File: config.mk
export PLATFORM = sky130hd
export DESIGN_NAME = masked_share_pipe
export DESIGN_NICKNAME = d
export VERILOG_FILES = /design/src/rtl/masked_share_pipe_pkg.sv /design/src/rtl/masked_share_pipe_stage.sv /design/src/rtl/masked_share_pipe.sv
export SDC_FILE = /design/constraint.sdc
export NUM_CORES = 1
export LEC_CHECK = 0
export CAP_MARGIN = 40
export CORE_MARGIN = 4
export CORE_UTILIZATION = 40
export CTS_BUF_LIST = sky130_fd_sc_hd__clkbuf_4
export DETAILED_ROUTE_END_ITERATION = 10
export GPL_TIMING_DRIVEN = 0
export PLACE_DENSITY = 0.72
export RECOVER_POWER = 100
export SLEW_MARGIN = 20
export SYNTH_ARGS = -nofsm -noshare
export SYNTH_HDL_FRONTEND = slang
export SYNTH_SLANG_ARGS = --single-unit
File: constraint.sdc
create_clock -name clk -period 1.5 [get_ports clk]
set_clock_uncertainty 0.1 [all_clocks]
set_input_delay 0.15 -clock clk [delete_from_list [all_inputs] [get_ports clk]]
set_output_delay 0.15 -clock clk [all_outputs]
set_load 0.03 [all_outputs]
File: src/rtl/masked_share_pipe_pkg.sv
// Shared defaults and width helpers for the masked share pipeline.
package masked_share_pipe_pkg;

    // Default geometry: two shares of one byte, two register stages.
    localparam int unsigned D_DEFAULT     = 2;
    localparam int unsigned W_DEFAULT     = 8;
    localparam int unsigned DEPTH_DEFAULT = 2;

    // Lowest bit of the first share inside a packed share vector.
    localparam int unsigned SHARE_BASE_LSB = 0;

    // Width of a counter able to hold 0..depth inclusive.
    function automatic int unsigned occ_width(input int unsigned depth);
        return $clog2(depth + 1);
    endfunction

    // Lowest bit of share idx when each share is w bits wide.
    function automatic int unsigned share_lsb(input int unsigned idx, input int unsigned w);
        return SHARE_BASE_LSB + idx * w;
    endfunction

endpackage

File: src/rtl/masked_share_pipe_stage.sv
// One elastic stage: a flat d*W data register plus its valid flag.
// Shares are never combined here; every data bit has its own flop.
module share_pipe_stage
    import masked_share_pipe_pkg::*;
#(
    parameter int unsigned WIDTH        = D_DEFAULT * W_DEFAULT,
    parameter bit          CLEAR_ON_POP = 1'b1
) (
    input  logic             clk,
    input  logic             rst,
    input  logic             load_i,
    input  logic             src_valid_i,
    input  logic [WIDTH-1:0] src_data_i,
    output logic             valid_o,
    output logic [WIDTH-1:0] data_o
);

    logic             valid_q;
    logic             valid_d;
    logic [WIDTH-1:0] data_q;
    logic [WIDTH-1:0] data_d;

    // Next state: data loads only from a valid source; a departing word
    // with nothing behind it optionally wipes the register.
    always_comb begin
        valid_d = valid_q;
        data_d  = data_q;
        if (load_i) begin
            valid_d = src_valid_i;
            if (src_valid_i) begin
                data_d = src_data_i;
            end else if (CLEAR_ON_POP && valid_q) begin
                data_d = '0;
            end
        end
    end

    // Stage registers with synchronous reset.
    always_ff @(posedge clk) begin
        if (rst) begin
            valid_q <= 1'b0;
            data_q  <= '0;
        end else begin
            valid_q <= valid_d;
            data_q  <= data_d;
        end
    end

    assign valid_o = valid_q;
    assign data_o  = data_q;

endmodule

File: src/rtl/masked_share_pipe.sv
// Elastic valid/ready pipeline for d-share masked words. Each share bit
// runs through its own flop chain; only valid/enable logic is shared.
module masked_share_pipe
    import masked_share_pipe_pkg::*;
#(
    parameter int unsigned d            = D_DEFAULT,
    parameter int unsigned W            = W_DEFAULT,
    parameter int unsigned DEPTH        = DEPTH_DEFAULT,
    parameter bit          CLEAR_ON_POP = 1'b1
) (
    input  logic                            clk,
    input  logic                            rst,
    input  logic                            in_valid,
    output logic                            in_ready,
    input  logic [d*W-1:0]                  in_shares,
    output logic                            out_valid,
    input  logic                            out_ready,
    output logic [d*W-1:0]                  out_shares,
    output logic [occ_width(DEPTH)-1:0]     occupancy
);

    localparam int unsigned DW    = d * W;
    localparam int unsigned OCC_W = occ_width(DEPTH);

    if (d < 1)     begin : g_bad_d     $error("d must be at least 1");     end
    if (W < 1)     begin : g_bad_w     $error("W must be at least 1");     end
    if (DEPTH < 1) begin : g_bad_depth $error("DEPTH must be at least 1"); end

    logic [DEPTH-1:0] v;
    logic [DEPTH-1:0] take;
    logic [DW-1:0]    stage_data [DEPTH];
    logic [OCC_W-1:0] occ_sum;

    // Ready chain from the output back to the input; a stage takes when it
    // is empty or its successor takes, so bubbles always collapse.
    always_comb begin
        take          = '0;
        take[DEPTH-1] = out_ready | ~v[DEPTH-1];
        for (int unsigned i = 1; i < DEPTH; i++) begin
            take[DEPTH-1-i] = ~v[DEPTH-1-i] | take[DEPTH-i];
        end
    end

    for (genvar k = 0; k < DEPTH; k++) begin : g_stage
        logic          src_valid;
        logic [DW-1:0] src_data;

        if (k == 0) begin : g_head
            assign src_valid = in_valid;
            assign src_data  = in_shares;
        end else begin : g_body
            assign src_valid = v[k-1];
            assign src_data  = stage_data[k-1];
        end

        share_pipe_stage #(
            .WIDTH        (DW),
            .CLEAR_ON_POP (CLEAR_ON_POP)
        ) u_stage (
            .clk         (clk),
            .rst         (rst),
            .load_i      (take[k]),
            .src_valid_i (src_valid),
            .src_data_i  (src_data),
            .valid_o     (v[k]),
            .data_o      (stage_data[k])
        );
    end

    // Occupancy is the popcount of the stage valid flops.
    always_comb begin
        occ_sum = '0;
        for (int unsigned i = 0; i < DEPTH; i++) begin
            occ_sum = occ_sum + OCC_W'(v[i]);
        end
    end

    assign in_ready   = take[0];
    assign out_valid  = v[DEPTH-1];
    assign out_shares = stage_data[DEPTH-1];
    assign occupancy  = occ_sum;

endmodule
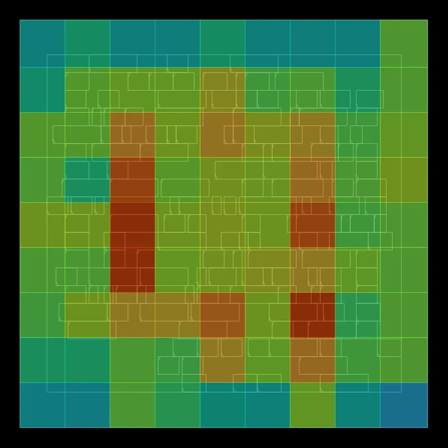
(run_1/congestion.png)
GRT Overall Usage: 16.1%
global routing met1 resource utilization: 19.9%
grt met2 use: 24.6%
GRT met3 Usage: 7.73%

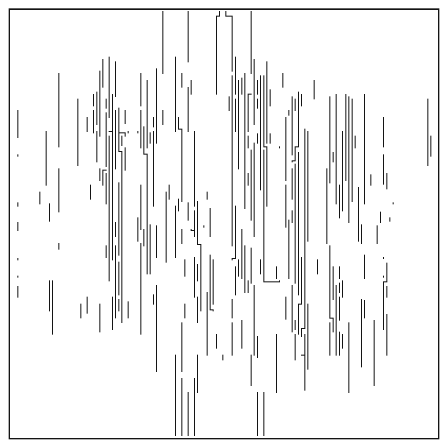
(run_1/layer_met2.png)
longest straight run = 29.1 um
nets with wire on the layer = 147
main direction = vertical
wire length on this layer = 1350 um
vias: 986
final wirelength: 2940 um

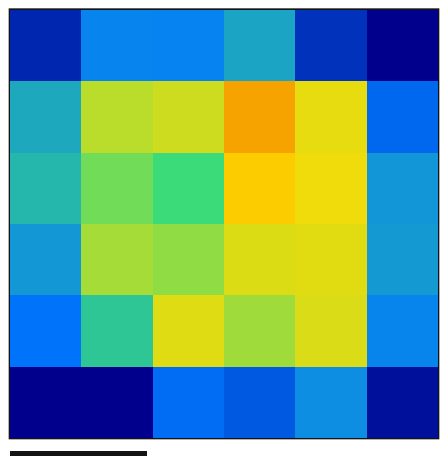
(run_1/cell_density.png)
Scale bar: 20 um. 6 x 6 tiles, from dark blue (low) to red (high), 0 to 100% covered.
densest ninth of the die = centre
emptiest ninth of the die = lower left
tiles over 75% full = 5.6%
nearly empty tiles = 8.3%
fullest tile = 82%

run 1: flip-flops by register name, summed over array words and instances (netlist names):
name                     count
g_stage.u_stage.valid_o      2
g_stage.u_stage.data_o      32
run 1: kinds of logic (layout without fill, tap and decap cells):
logic type,Yosys count,after routing,share of synthesized area (%)
AOI/OAI and AO/OA,34,34,25.4
adders and majority gates,1,1,1.05
buffers and inverters,11,57,5.38
DFF,34,34,57.4
muxes,1,1,1.16
and+or+nand+nor,22,22,9.60
run 1: synthesized netlist by cell type:
cell,number
a21oi_1,1
buf_6,2
buf_2,3
clkbuf_1,3
or2_4,1
and3b_4,1
a21oi_4,1
inv_1,1
a22o_1,16
nor2_1,18
mux2i_2,1
buf_4,1
nor3b_4,1
ha_1,1
nand2b_1,1
inv_2,1
a32oi_1,16
dfxtp_1,34
==> out/results.txt, run 1 <==
Status: complete, no violations
Post-route insts no fill: 180
Post-Place Cell Area: 1620 um^2
Clock network area share: 2.49%
Remaining DRCs: 0
Die height: 62.5 um
Placed cells: 173
Crit path depth: 3
Met1 WL: 1310 um
Cell variety after synth: 18
CTS buffer count: 5
Yosys stat cell total: 103
R2R setup slack: 0.08 ns
Utilization after layout: 59.1%
Vias/cell: 5.48
HP Start: out_ready
RR Startpoint: g_stage[0].u_stage.valid_o
Tapcells inserted: 31
Reg2Reg Depth: 5
Critical Path Max Stage Delay: 0.40 ns
Slowest cell on crit path: dfxtp_4
Pwr/cell area: 980 nW/um^2
Avg Cell Area, Syn: 11.5 um^2
Detailed placement HPWL: 2080 um
Worst setup path end: in_ready
Total of max-cap violations: 0
Final instance area: 1660 um^2
Drt pass-1 iters: 4
Final Critical Period: 1.45 ns
Max Freq: 691 MHz
Die width: 62.5 um
WL met3: 229 um
CP cell instances: and3b_4 > inv_2 > buf_2
Hold Buf Count CTS: 0
Gr busiest metal: met2
Crit Path Max Fanout: 5
Crit-path leading delay family: flip-flops
Number of fill cells: 260
Max rail drop VDD: 0.626 mV
Clk pwr: 0.000432 W
CP bufs+invs: 2
Core Area: 2810 um^2
CTS tree: built
Die ar.: 3900 um^2
Relative slew slack: 69.4%
Seq pwr share: 59.3%
YS chip area: 1190 um^2
Num rows: 19
Top Ports: 40
Nets: 171
Hold Crit Class: primary input to flop
Final Cycle Share: 96.5%
Logic area: 450 um^2
Unrepaired setup endpoints after global routing: true
Sequential power: 0.000963 W
Cell taking the most area after synthesis: dfxtp_1
Clock Latency Late Sink: 0.33 ns
Hold WS: 0.268 ns
Syn nets: 124
Startpoint types: flop
First-pass GRT wire length: 5050 um
Initial antenna violation count: 0
Largest power group: registers
CTS Buffer Depth: 2
GRT overflow: 0
N_diodes: 0
Top cell category: flip-flops and latches
Setup WS post-layout: 0.0529 ns
Comb area share: 27.2%
Worst-path clk slew: 0.10 ns
Switching Power: 0.000411 W
Static Leak: 0.718 nW
Syn. warnings: 0
Hold path cells: 4
Worst setup path startpoint: g_stage[1].u_stage.valid_o
Clock power frac: 26.6%
Switching share of power: 25.3%
Crit Path Category: flop to output port
Ys flops: 34
Clock buffer count in the final layout: 5
Signal buffers: 49
Flop share of the area: 41.4%
Routed Antenna Nets: 0
Tot Pwr: 0.00162 W
Seq/Total Area, Yosys: 57.4%
CP Capture Type: output port
Vias in the first global route: 1020
DR top layer: met4
FF/Latch Area: 686 um^2
Flop count: 34
Crit path DRT: 1.25 ns
P_comb: 0.000229 W
==> run 1 -> run 2 <==
- CTS_CLUSTER_DIAMETER: unset -> 150
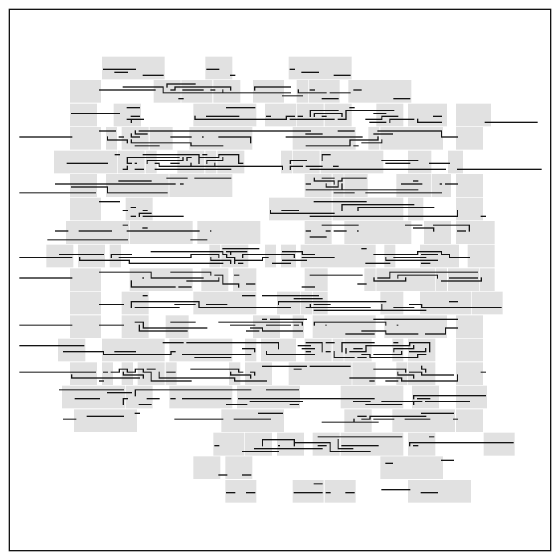
(run_2/layer_met1.png)
main direction = horizontal
nets with wire on the layer = 153
wire length on this layer = 1310 um
longest straight run = 19.8 um

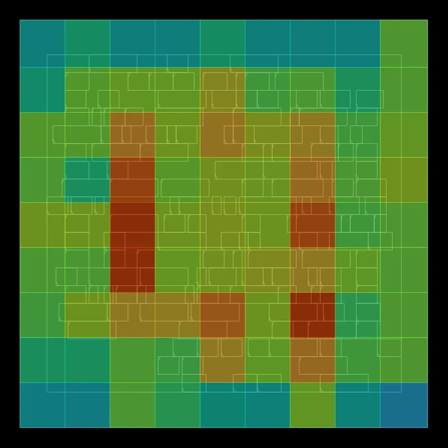
(run_2/congestion.png)
gr busiest metal: met2
WL per Instance: 16.3 um

==> run 2 against run 1 <==
Effect of this change:
- synthesized cell count is the same
- combinational power is essentially flat
- synthesized area is the same
- first-iteration DRC count is the same
- critical path depth is the same
- cell count is the same
- setup slack is the same
- utilization is the same
- clock power is essentially flat
- flip-flop count is the same
- critical endpoint unchanged
- largest power group unchanged
==> out/results.txt, run 2 <==
Routed Antenna Nets: 0
Primary FF master, synth: dfxtp_1
And-or/or-and share of the synthesized area: 25.4%
Flop share of the area: 41.4%
Final Critical Period: 1.45 ns
Final Cycle Share: 96.5%
Syn nets: 124
Crit-path leading delay family: flip-flops
Crit path depth: 3
Reg2Reg Depth: 5
Synth async-reset ratio: 0%
Xor-xnor portion of the synthesized cell area: 0%
Post-synthesis cell type with the largest instance count: dfxtp_1
Vias in the first global route: 1020
Post-route insts no fill: 180
Die height: 62.5 um
Final wirelength: 2940 um
Tapcells inserted: 31
Clock power frac: 26.6%
Signal buffers: 49
Core Area: 2810 um^2
GRT overflow: 0
Mux share: 1.16%
Clock buffer count in the final layout: 5
Clk sinks: 34
Yosys stat cell total: 103
Post-synthesis simple-gate area fraction: 9.60%
CP bufs+invs: 2
GRT Overall Usage: 16.1%
Logic area: 450 um^2
Clock Latency Late Sink: 0.33 ns
WL met3: 229 um
CTS buffer count: 5
Seq/Total Area, Yosys: 57.4%
Sequential power: 0.000963 W
Max rail drop VDD: 0.626 mV
YS chip area: 1190 um^2
Unrepaired setup endpoints after global routing: true
CP cell instances: and3b_4 > inv_2 > buf_2
Die ar.: 3900 um^2
Crit Path Max Fanout: 5
Utilization after layout: 59.1%
Initial antenna violation count: 0
P_comb: 0.000229 W
Top cell category: flip-flops and latches
Clk pwr: 0.000432 W
Syn. warnings: 0
Clock network area share: 2.49%
DR top layer: met4
Adder share: 1.05%
GRT met3 Usage: 7.73%
Drt pass-1 iters: 4
Vias: 986
First-pass GRT wire length: 5050 um
Cell taking the most area after synthesis: dfxtp_1
Crit path DRT: 1.25 ns
Relative slew slack: 69.4%
Total of max-cap violations: 0
Num rows: 19
Largest power group: registers
FF/Latch Area: 686 um^2
Static Leak: 0.718 nW
Hold Crit Class: primary input to flop
Number of fill cells: 260
Die width: 62.5 um
Vias/cell: 5.48
Switching Power: 0.000411 W
Detailed placement HPWL: 2080 um
Comb area share: 27.2%
Startpoint types: flop
Switching share of power: 25.3%
Status: complete, no violations
Flip-flops with a built-in enable: 0
Grt met2 use: 24.6%
Comb area leader: AND-OR/OR-AND gates
Top Ports: 40
Pwr/cell area: 980 nW/um^2
Cell variety after synth: 18
Placed cells: 173
Critical Path Max Stage Delay: 0.40 ns
N_diodes: 0
R2R setup slack: 0.08 ns
Hold Buf Count CTS: 0
Avg Cell Area, Syn: 11.5 um^2
CTS tree: built
Global routing met1 resource utilization: 19.9%
CP Capture Type: output port
Worst-path clk slew: 0.10 ns
Crit Path Category: flop to output port
Max FFs per register: 32
Flop count: 34
-- run 2: cell counts after synthesis --
No cell type changed its count.
-- run 2: per-stage QoR --
step	instance area, um^2	setup slack [ns]	TNS, ns	total power, W
6_report	1660	0.0529	0	0.00162
4_1_cts	1640	-0.0456	-0.102	0.00163
5_1_grt	1660	-0.00868	-0.0127	0.00171
3_5_place_dp	1620	-0.399	-6.77	0.00122
3_3_place_gp	1620	-0.372	-5.49	0.00121
2_1_floorplan	1190	0.0600	0	0.00111
-- run 2: final timing paths --
kind	startpoint	end
setup / recovery	g_stage[1].u_stage.valid_o	in_ready
hold / removal	out_ready	g_stage[1].u_stage.data_o[14]
setup reg to reg	g_stage[0].u_stage.valid_o	g_stage[0].u_stage.data_o[7]
hold reg to reg	g_stage[0].u_stage.data_o[6]	g_stage[0].u_stage.data_o[6]
Power figures rest on the tool's default switching activity, not on a simulated workload.
